**src/rtl/kyber_bram_packer_if.sv**
```systemverilog
// Coefficient stream, control and BRAM port B bundle for kyber_bram_packer.
// The slave modport is the packer side; master is the datapath/register side.
interface kyber_bram_packer_if #(
   parameter int COEF_W = 16,
   parameter int LANES  = 8,
   parameter int ADDR_W = 8
);
   logic                       start;
   logic [ADDR_W-1:0]          base_addr;
   logic [ADDR_W-1:0]          num_words;
   logic                       s_valid;
   logic [COEF_W-1:0]          s_data;
   logic                       s_ready;
   logic [ADDR_W-1:0]          addr_kb_br;
   logic                       en_kb_br;
   logic [COEF_W*LANES/8-1:0]  we_kb_br;
   logic [COEF_W*LANES-1:0]    wrdata_kb_br;
   logic                       busy;
   logic                       done;

   modport master (
      output start, base_addr, num_words, s_valid, s_data,
      input  s_ready, addr_kb_br, en_kb_br, we_kb_br, wrdata_kb_br,
      input  busy, done
   );

   modport slave (
      input  start, base_addr, num_words, s_valid, s_data,
      output s_ready, addr_kb_br, en_kb_br, we_kb_br, wrdata_kb_br,
      output busy, done
   );
endinterface

```
**src/rtl/kyber_bram_packer.sv**
```systemverilog
// Packs 16-bit Kyber coefficients eight per 128-bit word into BRAM port B.
// Define KYBER_PACKER_MODQ_EN to conditionally subtract q before storage.
module kyber_bram_packer #(
   parameter int COEF_W = 16,
   parameter int LANES  = 8,
   parameter int ADDR_W = 8
`ifdef KYBER_PACKER_MODQ_EN
   , parameter int KYBER_Q = 3329
`endif
) (
   input logic reg_clk,
   input logic reg_rst,
   kyber_bram_packer_if.slave bus
);
   localparam int DATA_W = COEF_W * LANES;
   localparam int LANE_W = $clog2(LANES);
   localparam int CNT_W  = ADDR_W + 1;

   typedef enum logic [1:0] {IDLE, FILL, WRITE, DONE} state_t;

   state_t            state;
   state_t            state_nx;
   logic [LANE_W-1:0] lane_cnt;
   logic [CNT_W-1:0]  word_cnt;
   logic [CNT_W-1:0]  total;
   logic [ADDR_W-1:0] base;
   logic [ADDR_W-1:0] num;
   logic [ADDR_W-1:0] addr;
   logic [DATA_W-1:0] pack;
   logic [COEF_W-1:0] coef;
   logic              take;
   logic              last_lane;
   logic              last_word;

   assign take      = (state == FILL) && bus.s_valid;
   assign last_lane = lane_cnt == LANE_W'(LANES - 1);
   // A latched count of zero stands for a full 2**ADDR_W words
   assign total     = (num == '0) ? {1'b1, {ADDR_W{1'b0}}} : {1'b0, num};
   assign last_word = (word_cnt + CNT_W'(1)) == total;

`ifdef KYBER_PACKER_MODQ_EN
   logic [12:0] low;
   logic        unused_hi;
   assign low       = bus.s_data[12:0];
   assign unused_hi = ^bus.s_data[COEF_W-1:13];
   assign coef      = COEF_W'((low >= 13'(KYBER_Q)) ? low - 13'(KYBER_Q) : low);
`else
   assign coef = bus.s_data;
`endif

   always_ff @(posedge reg_clk or posedge reg_rst) begin
      if (reg_rst) state <= IDLE;
      else         state <= state_nx;
   end

   always_comb begin
      state_nx = state;
      unique case (state)
         IDLE:    if (bus.start) state_nx = FILL;
         FILL:    if (take && last_lane) state_nx = WRITE;
         WRITE:   state_nx = last_word ? DONE : FILL;
         DONE:    state_nx = IDLE;
         default: state_nx = IDLE;
      endcase
   end

   always_ff @(posedge reg_clk or posedge reg_rst) begin
      if (reg_rst) begin
         base     <= '0;
         num      <= '0;
         word_cnt <= '0;
         lane_cnt <= '0;
         addr     <= '0;
         pack     <= '0;
      end else begin
         if (state == IDLE && bus.start) begin
            base     <= bus.base_addr;
            num      <= bus.num_words;
            word_cnt <= '0;
            lane_cnt <= '0;
         end
         if (take) begin
            pack[lane_cnt*COEF_W +: COEF_W] <= coef;
            lane_cnt <= last_lane ? '0 : lane_cnt + LANE_W'(1);
            // Address is ready in the WRITE cycle itself; wraps mod 2**ADDR_W
            if (last_lane) addr <= base + word_cnt[ADDR_W-1:0];
         end
         if (state == WRITE) word_cnt <= word_cnt + CNT_W'(1);
      end
   end

   always_comb begin
      bus.s_ready = state == FILL;
      bus.en_kb_br = state == WRITE;
      bus.we_kb_br = (state == WRITE) ? '1 : '0;
      bus.busy = state != IDLE;
      bus.done = state == DONE;
   end

   assign bus.addr_kb_br   = addr;
   assign bus.wrdata_kb_br = pack;

endmodule
```
**src/flat_wrapper.sv**
```systemverilog
// flat-port wrapper written by rule: the top's interface ports become plain ports
module kyber_bram_packer_flat 
#(
   parameter int COEF_W = 16,
   parameter int LANES  = 8,
   parameter int ADDR_W = 8

)
  (reg_clk, reg_rst, bus_start, bus_base_addr, bus_num_words, bus_s_valid, bus_s_data, bus_s_ready, bus_addr_kb_br, bus_en_kb_br, bus_we_kb_br, bus_wrdata_kb_br, bus_busy, bus_done);
  kyber_bram_packer_if #(.COEF_W(COEF_W), .LANES(LANES), .ADDR_W(ADDR_W)) bus_i ();
  input logic reg_clk;
  input logic reg_rst;
  input wire logic [$bits(bus_i.start)-1:0] bus_start;
  input wire logic [$bits(bus_i.base_addr)-1:0] bus_base_addr;
  input wire logic [$bits(bus_i.num_words)-1:0] bus_num_words;
  input wire logic [$bits(bus_i.s_valid)-1:0] bus_s_valid;
  input wire logic [$bits(bus_i.s_data)-1:0] bus_s_data;
  output wire logic [$bits(bus_i.s_ready)-1:0] bus_s_ready;
  output wire logic [$bits(bus_i.addr_kb_br)-1:0] bus_addr_kb_br;
  output wire logic [$bits(bus_i.en_kb_br)-1:0] bus_en_kb_br;
  output wire logic [$bits(bus_i.we_kb_br)-1:0] bus_we_kb_br;
  output wire logic [$bits(bus_i.wrdata_kb_br)-1:0] bus_wrdata_kb_br;
  output wire logic [$bits(bus_i.busy)-1:0] bus_busy;
  output wire logic [$bits(bus_i.done)-1:0] bus_done;
  assign bus_i.start = bus_start;
  assign bus_i.base_addr = bus_base_addr;
  assign bus_i.num_words = bus_num_words;
  assign bus_i.s_valid = bus_s_valid;
  assign bus_i.s_data = bus_s_data;
  assign bus_s_ready = bus_i.s_ready;
  assign bus_addr_kb_br = bus_i.addr_kb_br;
  assign bus_en_kb_br = bus_i.en_kb_br;
  assign bus_we_kb_br = bus_i.we_kb_br;
  assign bus_wrdata_kb_br = bus_i.wrdata_kb_br;
  assign bus_busy = bus_i.busy;
  assign bus_done = bus_i.done;
  kyber_bram_packer #(.COEF_W(COEF_W), .LANES(LANES), .ADDR_W(ADDR_W)) u_core (.reg_clk(reg_clk), .reg_rst(reg_rst), .bus(bus_i));
endmodule
```
**config.mk**
```make
export PLATFORM = sky130hd
export DESIGN_NAME = kyber_bram_packer_flat
export DESIGN_NICKNAME = d
export VERILOG_FILES = /design/src/rtl/kyber_bram_packer_if.sv /design/src/rtl/kyber_bram_packer.sv /design/src/flat_wrapper.sv
export SDC_FILE = /design/constraint.sdc
export NUM_CORES = 1
export LEC_CHECK = 0
export ABC_AREA = 1
export CORE_MARGIN = 5
export CORE_UTILIZATION = 46
export CTS_BUF_LIST = sky130_fd_sc_hd__clkbuf_4 sky130_fd_sc_hd__clkbuf_8
export DETAILED_ROUTE_END_ITERATION = 10
export GPL_ROUTABILITY_DRIVEN = 0
export PLACE_DENSITY_LB_ADDON = 0.2
export SLEW_MARGIN = 5
export SYNTH_ARGS = -nofsm -noshare
export SYNTH_HDL_FRONTEND = slang
export SYNTH_SLANG_ARGS = --single-unit
```
**constraint.sdc**
```tcl
create_clock -name reg_clk -period 5.3 [get_ports reg_clk]
set_input_delay 0.795 -clock reg_clk [delete_from_list [all_inputs] [get_ports reg_clk]]
set_output_delay 0.795 -clock reg_clk [all_outputs]
set_load 0.1 [all_outputs]
```
m2.png
Scale: 3 px per µm.
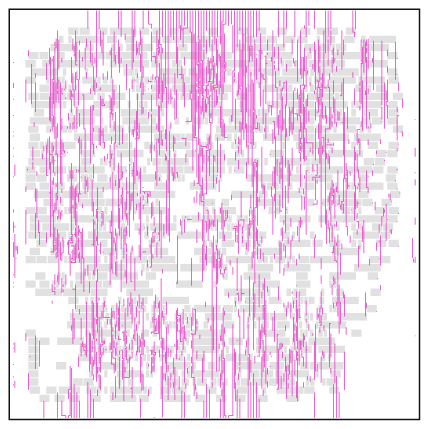
longest straight run = 53.2 µm
nets with wire on the layer = 867
main direction = vertical
wire length on this layer = 8,440 µm

clock_nets.png
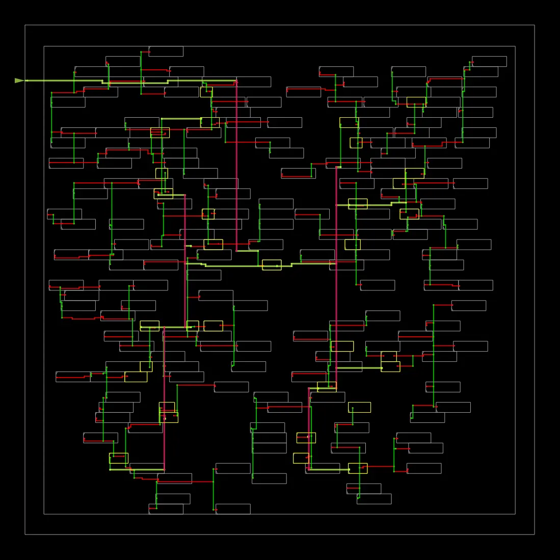
Clock Skews: 0.02136 ns
clk sinks: 166
CLK BUF: 18
clk ins delay skew pair: 0.48 ns

==> results.json <==
{
  "slowest_delay_ns": 1.24,
  "drt_iter0_markers": 449,
  "r2r-end": "u_core.bus.wrdata_kb_br[121]",
  "period_used_pct": 69.48,
  "track_usage_pct": 21.82,
  "critical_path_peak_fanout": 20,
  "vias": 6174,
  "setup_violations": 0,
  "die_x_um": 136.3,
  "synth_warnings": 0,
  "setup.worst_path.class": "flip-flop to primary output",
  "viasPerCell": 5.003,
  "wl_per_cell_um": 15.94,
  "ys_seq_share_pct": 56.66,
  "startpoint_type": "flip-flop",
  "dpl_cell_area_um2": 9286,
  "ant_nets": 0,
  "wl_um": 19670,
  "grt_max_degree": 97,
  "rows": 46,
  "layout_top_cell": "nand2_1",
  "design_area_um2": 9689,
  "die_h_um": 136.3,
  "fp_util_pct": 46.49,
  "chipArea_um2": 18560,
  "cp-end-kind": "primary output",
  "crit_slowest_cell": "clkdlybuf4s50_1",
  "yosys_area_um2": 7332,
  "rrSetupSlack_ns": 2.51,
  "dr.pass1.iters": 5,
  "ys_ff": 166,
  "yosysUniqueCellTypes": 33,
  "cts_made_buffers": 17,
  "slew_violations": 0,
  "status": "completed",
  "flop_cell": "dfrtp_1",
  "syn2layout_area_growth_pct": 32.15,
  "cts_tree": "done"
}
closeup.png
Window x 92 to 112, y 92 to 112 µm. Cells in grey, sequential cells in the stronger grey; small squares are vias.
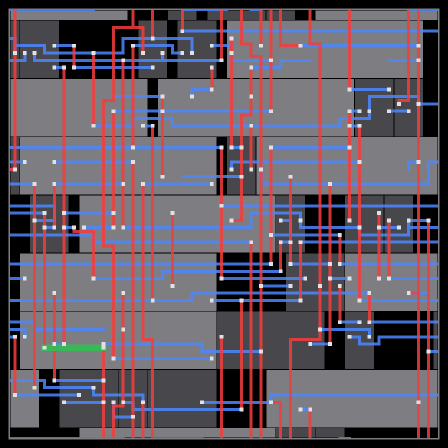
green -> M3
blue -> M1
red -> M2
sequential cells in the window = 9
cells with their middle in the window = 25
most frequent = dfrtp_1 (9), nand2_1 (7), o21ai_0 (5)
netlist names of flops here include = `u_core.bus.wrdata_kb_br` (9)

sequential cells by signal, indices dropped and copies added (netlist names):
register,flops
u_core.bus.wrdata_kb_br,128
u_core.word_cnt,9
u_core.base,8
u_core.bus.addr_kb_br,8
u_core.num,8
u_core.lane_cnt,3
u_core.state,2
cell type report:
cell class	count	area, µm²
Inverter	82	314.1
Timing Repair Buffer	197	1957
Multi-Input combinational cell	541	2591
Clock buffer	18	247.7
Fill cell	1399	6081
Tap cell	216	270.3
Clock inverter	14	155.1
Sequential cell	166	4154
worst register-to-register path, stage by stage, from the launching register on:
cell,delay [ns]
dfrtp_1,0.38
inv_1,0.07
ha_1,0.18
ha_1,0.39
inv_1,0.17
nand4_1,0.93
o21ai_0,0.56
logic make-up after synthesis:
group	after synthesis	share of synthesized area (%)
buffers and inverters	135	8.072
AND-OR/OR-AND	151	11.55
flip-flops	166	56.66
AND/OR/NAND/NOR	374	21.04
adder cells (fa/ha/maj)	13	2.321
XOR/XNOR	3	0.3584
cells in the mapped netlist, types with 2 or more instances:
cell | number | area (µm²)
nand2_1 | 247 | 927.1
dfrtp_1 | 166 | 4154
o21ai_0 | 83 | 415.4
inv_1 | 78 | 292.8
nor2_1 | 57 | 214.0
nand3_1 | 54 | 270.3
o31ai_1 | 31 | 232.7
a21oi_1 | 27 | 135.1
clkbuf_1 | 25 | 93.84
buf_4 | 17 | 127.6
ha_1 | 12 | 150.1
buf_2 | 10 | 50.05
o22ai_1 | 8 | 50.05
nand4_1 | 4 | 25.02
inv_2 | 2 | 7.510
nand3b_1 | 2 | 15.01
or2_2 | 2 | 12.51
xnor2_1 | 2 | 17.52
how the worst max path moves through the flow:
stage                    start          endpoint  slack [ns]  depth (start not counted)
6_report       u_core.state[0]   bus_we_kb_br[7]        1.62                          4
2_1_floorplan          reg_rst    u_core.base[0]        0.01                          1
5_1_grt        u_core.state[0]  bus_we_kb_br[10]        1.41                          4
3_3_place_gp   u_core.state[0]  bus_we_kb_br[11]        2.17                          4
4_1_cts        u_core.state[0]  bus_we_kb_br[10]        1.59                          4
3_5_place_dp   u_core.state[0]   bus_we_kb_br[7]        2.12                          4
metrics by stage:
step	hold slack [ns]	worst slack [ns]
after floorplan	0.4483	0.01497
after global placement	0.4537	2.169
after detailed placement	0.4652	2.115
after CTS	0.4890	1.590
after global routing	0.5021	1.412
final	0.4847	1.618
routing by layer:
layer	wire (µm)	global-route usage [%]	vias up
met4	369	6.999	0
met5	0	0	-
met1	9374	32.38	2909
li1	-	-	3037
met3	1482	6.477	27
met2	8441	30.71	201
